==> images/power_grid.png <==
Bar = 100 um. Pins as bars on the die edge. Tap cells in grey.
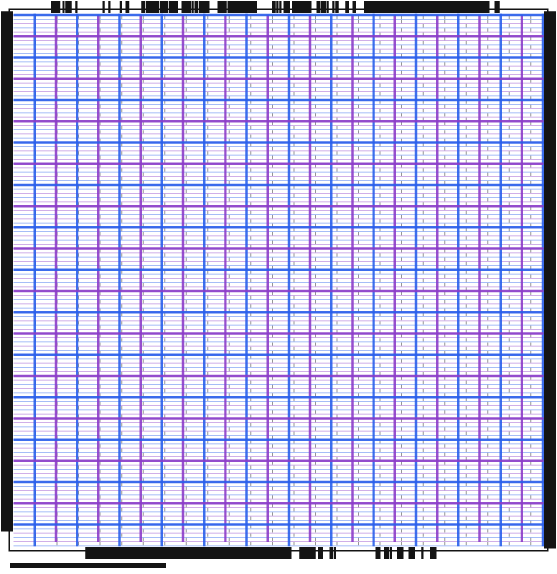
==> images/placement_by_type.png <==
Bar = 100 um.
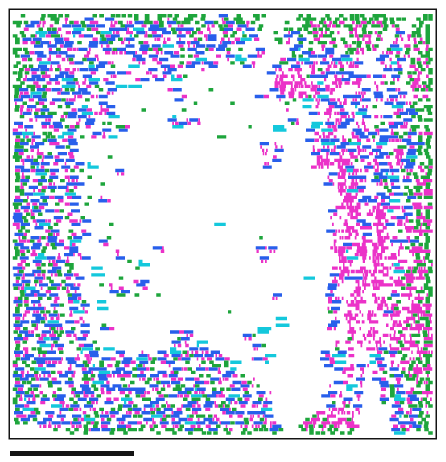
Design collision_search_controller, sky130hd; sources not shown.
==> results.sh <==
# yosys + openroad results
export IMPL_overflow=0
export IMPL_clockRootBuffer="clkbuf_16"
export IMPL_edf_count=0
export IMPL_top_cell="dfxtp_1"
export IMPL_worst_pin_slew_ns=1.22
export IMPL_clockBufferDepth=3
export IMPL_logic_gate_count=1898
export IMPL_place_area_um2=37100
export IMPL_buffers=910
export IMPL_xor_share=0.0117
export IMPL_clk_pin_slew_ns=0.06
export IMPL_hold_class="flip-flop to flip-flop"
export IMPL_synth_avg_cell_area_um2=8.97
export IMPL_n_all_inverters=202
export IMPL_clock_area_frac=0.0684
export IMPL_chipArea_um2=119000
export IMPL_finalWorstPathRequiredPeriod_ns=6.87
export IMPL_place_ws_ns=3.04
export IMPL_remaining_drc_errors=0
export IMPL_critPathSlowestCell="a2111oi_0"
export IMPL_grt_pass1_wl_um=169000
export IMPL_antenna_found_initial=3
export IMPL_final_nets=4211
export IMPL_dp_cells=5192
export IMPL_mux_share=0.00186
export IMPL_dominant_cells="sequential cells"
export IMPL_h_tree_depth=3
export IMPL_top_logic_kind="AND-OR/OR-AND gates"
export IMPL_routedWlPerCell_um=22.3
export IMPL_max_stage_delay_ns=0.64
export IMPL_nonClkBufAreaFrac=0.229
export IMPL_path_delay_family="AND-OR/OR-AND gates"
export IMPL_warning_count=41
export IMPL_drt_met1_wl_um=49900
export IMPL_crit_path_max_fanout=6
export IMPL_start_kind="input pin"
export IMPL_avgViaCountPerCell=4.75
export IMPL_clkPwrFrac=0.432
export IMPL_ys_top_cells_by_area="dfxtp_1 (49%), a22oi_1 (14%), nor2_1 (8.8%), fa_1 (4.6%), clkbuf_1 (3.2%)"
export IMPL_powerSeq_w=0.00251
export IMPL_gr_usage_met3=0.0525
export IMPL_netSwitchingFraction=0.288
export IMPL_nFillCells=11857
export IMPL_syn_nets=3464
export IMPL_final_core_util=0.345
export IMPL_finalCritPeriodShare=0.654
export IMPL_layout_top_cell="clkdlybuf4s50_1"
export IMPL_maxCapViolations=0
export IMPL_drt_pass1_iter_count=5
export IMPL_drt_initial_drc_count=1973
export IMPL_final_cells=5337
export IMPL_synthArstFlopShare=0
export IMPL_post_cts_buffers=0
export IMPL_combGateArea_um2=12100
export IMPL_highest_layer="met5"
export IMPL_fin_skew_ns=0.0584
export IMPL_fin_hold_ws_ns=0.450
export IMPL_top_cells_by_count="dfxtp_1 (658), nor2_1 (632), a22oi_1 (513), clkbuf_1 (233), inv_1 (201)"
export IMPL_outcome="finished, final reports clean"
export IMPL_ys_flops=658
export IMPL_grt_util_met1=0.234
export IMPL_ff2ff_path_depth=9
export IMPL_drv_slew=0
export IMPL_synth_cells=3003
export IMPL_maxPowerGroup="clock"
export IMPL_flops=658
export IMPL_seqPwrFrac=0.378
export IMPL_top_area_frac=0.489
export IMPL_synth_distinct_cells=58
export IMPL_grt_busiest_layer="met2"
export IMPL_endpoint_kind="flip-flop"
export IMPL_p_comb_w=0.00126
export IMPL_cp_num_buf_inv=1
export IMPL_grt_max_degree=200
export IMPL_critPathKind="input pin to flip-flop"
export IMPL_routabilityCongestion=0.867
export IMPL_drive_above_1_share=0.0454
export IMPL_sh_comb_area=0.305
export IMPL_yosys_stat_seqShare=0.489
export IMPL_cts_hold_repair_buffers=0
export IMPL_setup_viol=0
export IMPL_worst_slack_ns=3.63
export IMPL_row_count=125
export IMPL_r2r_slack_ns=6.81
export IMPL_vias=25329
export IMPL_fmax_ghz=0.146
export IMPL_pin_count=883
export IMPL_gr_usage_met2=0.322
export IMPL_clockBufferCount=119
export IMPL_cts_tree="done"
export IMPL_rsz0062_at_grt="false"
export IMPL_syn_area_um2=27000
export IMPL_power_leakage_nw=14.3
export IMPL_final_cell_mix="clkdlybuf4s50_1 (881), dfxtp_1 (658), nor2_1 (629), a22oi_1 (513), inv_1 (201)"
export IMPL_dr_wl_met2_um=56900
export IMPL_routed_wl_um=119000
export IMPL_post_dp_hpwl_um=88000
export IMPL_path_depth=20
export IMPL_cts_buffers=80
export IMPL_p_per_area_nw_per_um2=167
export IMPL_power_internal_w=0.00472
export IMPL_clock_sinks=658
export IMPL_synthFlopType="dfxtp_1"
About power_grid.png:
blue -> VSS
purple -> VDD
met1 rails = 126
met4 straps = 25
met5 straps = 25
Die Wd: 344 um
Max VDD drop: 127 uV
Die H: 346 um

About placement_by_type.png:
cyan -> clock drivers and dummy loads  # cells 142
blue -> sequential cells  # cells 658
green -> remaining buffers and delay cells  # cells 910
magenta -> combinational and other logic  # cells 2100
post-route cell area: 39800 um2
sequential cell area share: 0.331

